===== src/rtl/custom_axi_ip_pkg.sv =====
// Shared types for the custom AXI IP compute engine.
// Status and operation encodings seen by the register block.
package custom_axi_ip_pkg;

  typedef enum logic [1:0] {
    IDLE  = 2'd0,
    BUSY  = 2'd1,
    DONE  = 2'd2,
    ERROR = 2'd3
  } status_e;

  typedef enum logic [1:0] {
    INC  = 2'd0,
    ADD  = 2'd1,
    XOR  = 2'd2,
    RSVD = 2'd3
  } mode_e;

endpackage


===== src/rtl/custom_axi_ip_rr_arb.sv =====
// Round-robin request arbiter for the compute engine.
// The pointer holds the first channel to search and moves past each grant.
module custom_axi_ip_rr_arb
  import custom_axi_ip_pkg::*;
#(
  parameter int NUM_CH = 4,
  localparam int IW = $clog2(NUM_CH)
) (
  input  logic              clk_i,
  input  logic              rst_ni,
  input  logic [NUM_CH-1:0] req,
  input  logic              advance,
  output logic              grant_valid,
  output logic [IW-1:0]     grant_idx
);

  logic [IW-1:0] ptr;
  logic [IW-1:0] idx;

  // search from ptr upward; lowest offset is visited last and wins
  always_comb begin
    grant_valid = 1'b0;
    grant_idx   = '0;
    idx         = '0;
    for (int i = NUM_CH - 1; i >= 0; i--) begin
      idx = ptr + IW'(i);
      if (req[idx]) begin
        grant_valid = 1'b1;
        grant_idx   = idx;
      end
    end
  end

  // rotate the search start only when a grant is taken
  always_ff @(posedge clk_i or negedge rst_ni) begin
    if (!rst_ni) begin
      ptr <= '0;
    end else if (advance && grant_valid) begin
      ptr <= grant_idx + IW'(1);
    end
  end

endmodule


===== src/rtl/custom_axi_ip_engine.sv =====
// Multi-channel iterative compute engine behind the AXI IP regs.
// Requests are serialised by a round-robin arbiter into one datapath.
module custom_axi_ip_engine
  import custom_axi_ip_pkg::*;
#(
  parameter int DATA_WIDTH = 32,
  parameter int NUM_CH     = 4,
  parameter int ITER_W     = 8,
  localparam int IW = $clog2(NUM_CH)
) (
  input  logic                         clk_i,
  input  logic                         rst_ni,
  input  logic [NUM_CH-1:0]            start_i,
  input  logic [NUM_CH*DATA_WIDTH-1:0] ch_data_i,
  input  logic [1:0]                   mode_i,
  input  logic [DATA_WIDTH-1:0]        operand_i,
  input  logic [ITER_W-1:0]            iter_i,
  output logic [DATA_WIDTH-1:0]        result_o,
  output logic [IW-1:0]                result_ch_o,
  output logic                         wen_o,
  output logic [1:0]                   status_o,
  output logic [NUM_CH-1:0]            pending_o,
  output logic                         carry_o,
  output logic                         err_o,
  output logic                         overrun_o
);

  status_e               state, state_n;
  mode_e                 mode;
  logic [NUM_CH-1:0]     pend, clr, drop;
  logic                  gv, grant, active;
  logic [IW-1:0]         gi, tag;
  logic [DATA_WIDTH-1:0] acc, opnd, acc_n;
  logic [DATA_WIDTH:0]   sum;
  logic                  carry, carry_n;
  logic [ITER_W-1:0]     cnt;
  logic                  last;
  logic [DATA_WIDTH-1:0] ch_w [NUM_CH];

  for (genvar c = 0; c < NUM_CH; c++) begin : g_unpack
    assign ch_w[c] = ch_data_i[c*DATA_WIDTH +: DATA_WIDTH];
  end

  assign grant     = (state == IDLE) && gv;
  assign active    = (state == BUSY) || (state == DONE);
  assign last      = (cnt == ITER_W'(1));
  assign status_o  = state;
  assign pending_o = pend;
  assign wen_o     = (state == DONE);
  assign err_o     = (state == ERROR);
  assign carry_o   = (state == DONE) && carry;

  custom_axi_ip_rr_arb #(.NUM_CH(NUM_CH)) u_arb (
    .clk_i       (clk_i),
    .rst_ni      (rst_ni),
    .req         (pend),
    .advance     (grant),
    .grant_valid (gv),
    .grant_idx   (gi)
  );

  // grant clears its pending bit; a start on a live request is dropped
  always_comb begin
    clr  = '0;
    drop = '0;
    if (grant) clr[gi] = 1'b1;
    for (int c = 0; c < NUM_CH; c++) begin
      drop[c] = start_i[c] &&
                ((pend[c] && !clr[c]) || (active && tag == IW'(c)));
    end
  end

  // pending set wins over a same-cycle grant clear
  always_ff @(posedge clk_i or negedge rst_ni) begin
    if (!rst_ni) begin
      pend      <= '0;
      overrun_o <= 1'b0;
    end else begin
      pend      <= (pend & ~clr) | (start_i & ~drop);
      overrun_o <= |drop;
    end
  end

  // state register
  always_ff @(posedge clk_i or negedge rst_ni) begin
    if (!rst_ni) state <= IDLE;
    else         state <= state_n;
  end

  // next-state: one job is IDLE, N x BUSY, then DONE (or ERROR)
  always_comb begin
    state_n = state;
    unique case (state)
      IDLE:  if (gv) state_n = (mode_e'(mode_i) == RSVD) ? ERROR : BUSY;
      BUSY:  if (last) state_n = DONE;
      DONE:  state_n = IDLE;
      ERROR: state_n = IDLE;
      default: state_n = IDLE;
    endcase
  end

  // one iteration of the selected operation with carry-out
  always_comb begin
    sum = {1'b0, acc};
    unique case (mode)
      INC:     sum = {1'b0, acc} + {{DATA_WIDTH{1'b0}}, 1'b1};
      ADD:     sum = {1'b0, acc} + {1'b0, opnd};
      XOR:     sum = {1'b0, acc ^ opnd};
      default: sum = {1'b0, acc};
    endcase
    acc_n   = sum[DATA_WIDTH-1:0];
    carry_n = carry | sum[DATA_WIDTH];
  end

  // job latch on grant, iterate in BUSY, capture result on last step
  always_ff @(posedge clk_i or negedge rst_ni) begin
    if (!rst_ni) begin
      acc         <= '0;
      opnd        <= '0;
      mode        <= INC;
      cnt         <= '0;
      tag         <= '0;
      carry       <= 1'b0;
      result_o    <= '0;
      result_ch_o <= '0;
    end else if (grant) begin
      acc   <= ch_w[gi];
      opnd  <= operand_i;
      mode  <= mode_e'(mode_i);
      cnt   <= (iter_i == '0) ? ITER_W'(1) : iter_i;
      tag   <= gi;
      carry <= 1'b0;
      if (mode_e'(mode_i) == RSVD) result_ch_o <= gi;
    end else if (state == BUSY) begin
      acc   <= acc_n;
      carry <= carry_n;
      cnt   <= cnt - ITER_W'(1);
      if (last) begin
        result_o    <= acc_n;
        result_ch_o <= tag;
      end
    end
  end

endmodule

===== config.mk =====
export PLATFORM = sky130hd
export DESIGN_NAME = custom_axi_ip_engine
export DESIGN_NICKNAME = d
export VERILOG_FILES = /design/src/rtl/custom_axi_ip_pkg.sv /design/src/rtl/custom_axi_ip_rr_arb.sv /design/src/rtl/custom_axi_ip_engine.sv
export SDC_FILE = /design/constraint.sdc
export NUM_CORES = 1
export LEC_CHECK = 0
export ABC_AREA = 1
export CORE_AREA = 3 3 152 124
export DETAILED_ROUTE_END_ITERATION = 8
export DIE_AREA = 0 0 155 127
export DONT_BUFFER_PORTS = 1
export PLACE_DENSITY = 0.76
export SLEW_MARGIN = 5
export SYNTH_ARGS = -nofsm -noshare
export SYNTH_HDL_FRONTEND = slang
export SYNTH_HIERARCHICAL = 1
export SYNTH_SLANG_ARGS = --single-unit

===== constraint.sdc =====
create_clock -name clk_i -period 2.85 [get_ports clk_i]
set_input_delay 0.7125 -clock clk_i [delete_from_list [all_inputs] [get_ports clk_i]]
set_output_delay 0.7125 -clock clk_i [all_outputs]
set_load 0.02 [all_outputs]

### Wiring by layer, run 1

Drawn at 2 px/um.
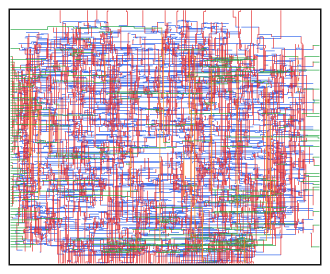
layer	color	wire length
met3	green	2600 um
met4	orange	939 um
met2	red	13700 um
met1	blue	13900 um
Global Route Usage Sum: 31.7%
mean routed wirelength per cell: 17.8 um
via count: 9889
DRT Wirelength: 31.1 mm

### Clock wiring as the flow saved it, run 1

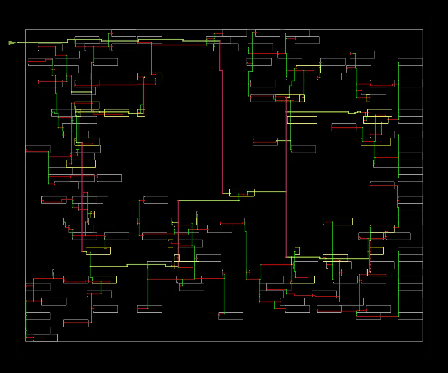
clock buf count: 20
Final Skew: 0.0107 ns
Clock group: 2.26 mW

### Met3 routing, run 1

Drawn at 2 px/um.
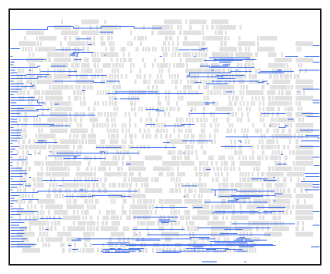
main direction	horizontal
longest straight run	90.2 um
wire length on this layer	2600 um

==> run notes, run 1 <==
run metrics: Final Net Count 1732, Post-synth seq share 30.9%, Arr. time, crit path 3.03 ns, Die Size 19700 sq um, tool warnings 36, first-pass GRT wire length 49.3 mm, Cell Rows 43, Placeable Area 17400 sq um, clock sink count 120, vias in the first global route 9190, Iter 0 DRT Violations 872, buffers and inverters on the worst path 7, Setup Fix Bufs, Post-CTS 0, maximum vdd drop 1010 uV, most numerous logic cells after layout 532 x nand2_1, 225 x inv_1, 144 x nand3_1, Hold Vio Cnt, Final 51, Initial Util 55.9%, Power Total 16.1 mW, worst-margin pin slew 0.762 ns, Hold Path Class input port to async pin, Slew Limit Fails 0, fin util 60.9%, largest net degree at the start of global routing 121, Register Area 3000 sq um, Avg Cell Area, Syn 6.35 sq um, IO Count 220, Hold WS -0.0182 ns, Largest delay share family, worst path simple AND/OR/NAND/NOR gates, WP data required 3.22 ns, Port Buf Inserts 0, CP most frequent cell nand2_1, Max Cap Viol 0, clk_lat worst skew 0.43 ns, async set-reset flop share out of synthesis 100%, failing checks hold timing, Place WS 0.217 ns, Syn Std Cell Area 9710 sq um, cts bufs inserted 17, Pwr Density 1520 nW/um^2, period utilization 93.4%, Logic area 5570 sq um, Pleak 5.74 nW, Via density 5.64, post-route cell area 10600 sq um, Final WS setup 0.189 ns, non-filler cells, final 1752, CP max-delay cell dfrtp_1, layout cells sized above 1 7.34%, initial antenna violation count 1, RSZ-0062 raised after global routing no, area grow syn2layout 8.93%, status complete, but fails checks, EDFF count, synth 0, area reported by Yosys stat 9710 sq um, FILL cells 1707, crit path launch mode[0]
==> run 1: registers in the layout, indices dropped and copies added, names as in the netlist, 2 cells and up <==
register,count
tag,2
mode,2
cnt,8
acc,32
result_o,32
status_o,2
opnd,32
pending_o,4
result_ch_o,2
u_arb/ptr,2
==> run 1: cell type report <==
type	instances	share of cell area, %
multi-input combinational	1117	52.7
clock inverter	10	1.44
antenna	1	0.0237
inverter	233	8.27
clock buffer	20	4.22
sequential	120	28.4
timing repair buffer	26	2.32
tap	225	2.66
==> run 1: logic make-up after synthesis <==
logic type               share of synthesized area (%)
XOR/XNOR                                          1.08
multiplexers                                     0.232
flip-flops                                        30.9
buffers and inverters                             11.8
adder cells (fa/ha/maj)                           5.36
AND/OR/NAND/NOR                                   35.6
AND-OR/OR-AND                                     15.0
==> run 1: Yosys cell counts (13+ instances only) <==
master / n / share of area [%]
nand3_1: 144 / 7.4
dfrtp_1: 120 / 31
a21oi_1: 79 / 4.1
a221o_1: 17 / 1.8
nand2_2: 24 / 1.5
nand2_1: 532 / 21
inv_1: 225 / 8.7
buf_2: 33 / 1.7
o21ai_0: 75 / 3.9
clkbuf_1: 21 / 0.81
a32o_1: 13 / 1.3
nor2_1: 85 / 3.3
o21bai_1: 16 / 1.2
ha_1: 40 / 5.2
==> run 1: final timing paths <==
check | depth (start not counted) | slack [ns] | to
setup / recovery | 20 | 0.19 | acc[17]
hold / removal | 0 | -0.02 | result_o[2]
setup reg to reg | 20 | 0.19 | acc[17]
hold reg to reg | 2 | 0.55 | acc[14]
max in group asynchronous | 0 | 2.67 | result_o[27]
min in group clk_i | 2 | 0.40 | pending_o[2]
==> run 1: routing by layer <==
| layer | part of all wire, % | global-route usage, % | vias up |
|---|---|---|---|
| met2 | 44 | 47.9 | 403 |
| met1 | 45 | 43.9 | 4574 |
| met3 | 8.3 | 7.62 | 50 |
| li1 | - | - | 4862 |
| met5 | 0 | 0 | - |
| met4 | 3.0 | 12.6 | 0 |
==> run 1: power by group <==
part	internal (mW)	total (mW)	switching [mW]
combinational	3.50	10.2	6.70
sequential	2.56	3.60	1.04
clock	1.47	2.26	0.790
==> run 1: repair_timing <==
item                       in CTS  in global routing
hold endpoints to repair      120                120
gates resized                   0                  2
setup endpoints to repair       0                  2
### PDN straps and rails, run 1

Drawn at 2 px/um. Pins as bars on the die edge. Tap cells in gray.
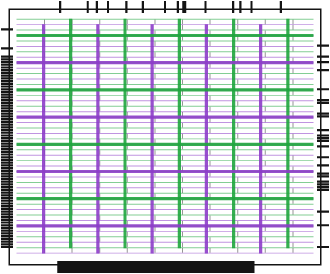

==> run 2, diff against run 1 <==
--- a/config.mk
+++ b/config.mk
@@ -11,6 +11,7 @@
 export DIE_AREA = 0 0 155 127
 export DONT_BUFFER_PORTS = 1
 export PLACE_DENSITY = 0.76
+export REMOVE_ABC_BUFFERS = 1
 export SLEW_MARGIN = 5
 export SYNTH_ARGS = -nofsm -noshare
 export SYNTH_HDL_FRONTEND = slang
### PDN straps and rails, run 2

Drawn at 2 px/um. Pins as bars on the die edge. Tap cells in gray.
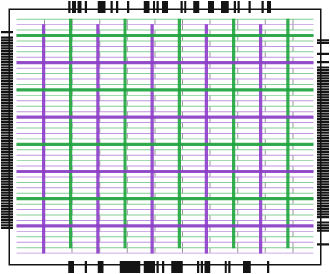
net	color
VSS	purple
VDD	green
met4 straps	10
rows	43
met5 straps	8
tap cells	225
signal pins	220

### Signal wires on met2, run 2

Drawn at 2 px/um.
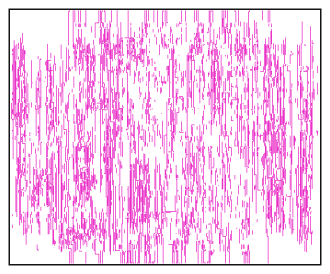
nets with wire on the layer	1334
wire length on this layer	12700 um
main direction	vertical
share of all routed wire	43%

### Wiring by layer, run 2

Drawn at 2 px/um.
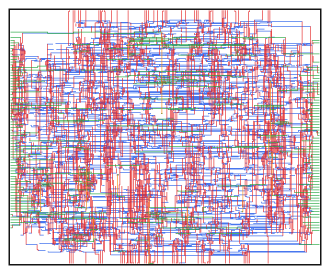
layer	color	wire length
met1	blue	13900 um
met4	orange	236 um
met3	green	2640 um
met2	red	12700 um
Global Route Usage Sum: 29.2%
mean routed wirelength per cell: 16.9 um

==> run 2 against run 1 <==
The run still ends with hold timing left; first-iteration DRC count is 15% lower; synthesized cell count stayed put; routed wire length is 5.5% lower; combinational power hardly changed; clock skew is 0.0073 ns higher; area after synthesis stayed put; fmax is 2.9% higher; global-route usage is 2.5 points lower; final cell count is 0.40% lower; critical path depth is 5 lower; core utilization is 0.63 points lower; critical endpoint is now result_o[16]; highest routed layer unchanged.
==> run notes, run 2 <==
run metrics: Via density 5.62 (-0.48%), CP max-delay cell fa_1, Hold Path Class input port to async pin, Avg Cell Area, Syn 6.35 sq um (unchanged), IO Count 220 (unchanged), CP most frequent cell nand2_1, Iter 0 DRT Violations 740 (-15%), via count 9802 (-0.88%), top cells by area dfrtp_1 31%, nand2_1 21%, inv_1 8.7%, largest net degree at the start of global routing 121 (unchanged), post-synth top area cell dfrtp_1, area grow syn2layout 7.79%, fin util 60.2% (-0.63 points), WL met3 2.64 mm (+1.7%), Die Size 19700 sq um (unchanged), Placeable Area 17400 sq um (unchanged), Final Net Count 1725 (-0.40%), DRT Wirelength 29.4 mm (-5.5%), WP data required 3.21 ns (about the same), status complete, but fails checks, clk_lat worst skew 0.43 ns (about the same), top layer reached by signal wires met4, most numerous logic cells after layout 532 x nand2_1, 225 x inv_1, 144 x nand3_1, Cell Rows 43 (unchanged), RSZ-0062 raised after global routing no, Post-synth seq share 30.9% (unchanged), layout cells sized above 1 7.11% (-0.23 points), Power Total 15.5 mW (-3.7%), vias in the first global route 8947 (-2.6%), cts bufs inserted 17 (unchanged), Initial Util 55.9% (unchanged), top cells by count 532 x nand2_1, 225 x inv_1, 144 x nand3_1, Hold WS -0.0156 ns (+0.00253 ns), failing checks hold timing, Slew Limit Fails 0 (unchanged), Hold Vio Cnt, Final 37 (-27%), Setup Fix Bufs, Post-CTS 0 (unchanged), Final Skew 0.0180 ns (+0.00733 ns), initial antenna violation count 0 (-1)
[run 2: cell counts after synthesis]
Identical to the previous run, type by type.
[run 2: timing repair]
item | CTS | global route
setup endpoints to repair | 0 | 14
gates resized | 0 | 3
endpoints found under the hold margin | 120 | 120
[run 2: per-layer routing]
layer  track usage, %  vias up
met5                0        -
met4             6.49        0
met3             6.43       25
met2             44.6      416
met1             42.8     4513
li1                 -     4848
[run 2: report_power, final]
part / leakage [nW] / internal, mW / switching (mW)
sequential: 1.49 / 2.56 / 0.995
combinational: 3.92 / 3.44 / 6.47
clock: 0.259 / 1.13 / 0.865
total: 5.67 / 7.14 / 8.33
[run 2: cell families after synthesis]
logic type / Yosys count / synth area share [%]
AND/OR/NAND/NOR: 827 / 35.6
XOR/XNOR: 12 / 1.08
multiplexers: 2 / 0.232
flip-flops: 120 / 30.9
AND-OR/OR-AND: 235 / 15.0
adder cells (fa/ha/maj): 41 / 5.36
buffers and inverters: 293 / 11.8
[run 2: final timing paths]
kind	start	slack, ns	depth (start not counted)	to
setup / recovery	mode[0]	0.26	15	result_o[16]
hold / removal	rst_ni	-0.02	0	result_o[5]
setup reg to reg	mode[0]	0.26	15	result_o[16]
max in group asynchronous	rst_ni	2.60	0	opnd[10]
min in group clk_i	start_i[3]	0.39	2	pending_o[3]
hold reg to reg	acc[16]	0.56	2	acc[16]
[run 2: metrics by stage]
| stage | TNS [ns] | instances | setup slack [ns] |
|---|---|---|---|
| final | 0 | 1745 | 0.264 |
| after global placement | 0 | 1714 | 0.290 |
| after detailed placement | 0 | 1714 | 0.254 |
| after floorplan | -36.72 | 1470 | -1.08 |
| after global routing | 0 | 1745 | 0.00418 |
| after CTS | 0 | 1745 | 0.191 |
[run 2: layout make-up]
type / instances / area (sq um)
flip-flops and latches: 120 / 3000
fillers: 1661 / 6910
clock buffers: 18 / 439
inverters: 233 / 875
well taps: 225 / 282
repair buffers: 19 / 196
multi-input cells: 1117 / 5580
clock inverters: 13 / 98.8
[run 2: worst max-delay path: cells and delay by family, from the launching register on]
kind | cells | cell delay, ns
adder cells (fa/ha/maj) | 1 | 0.47
AND-OR/OR-AND | 1 | 0.35
buffers and inverters | 3 | 0.36
AND/OR/NAND/NOR | 10 | 0.96
flip-flops | 1 | 0.37
No activity file was given, so power comes from the tool's default toggle rates.
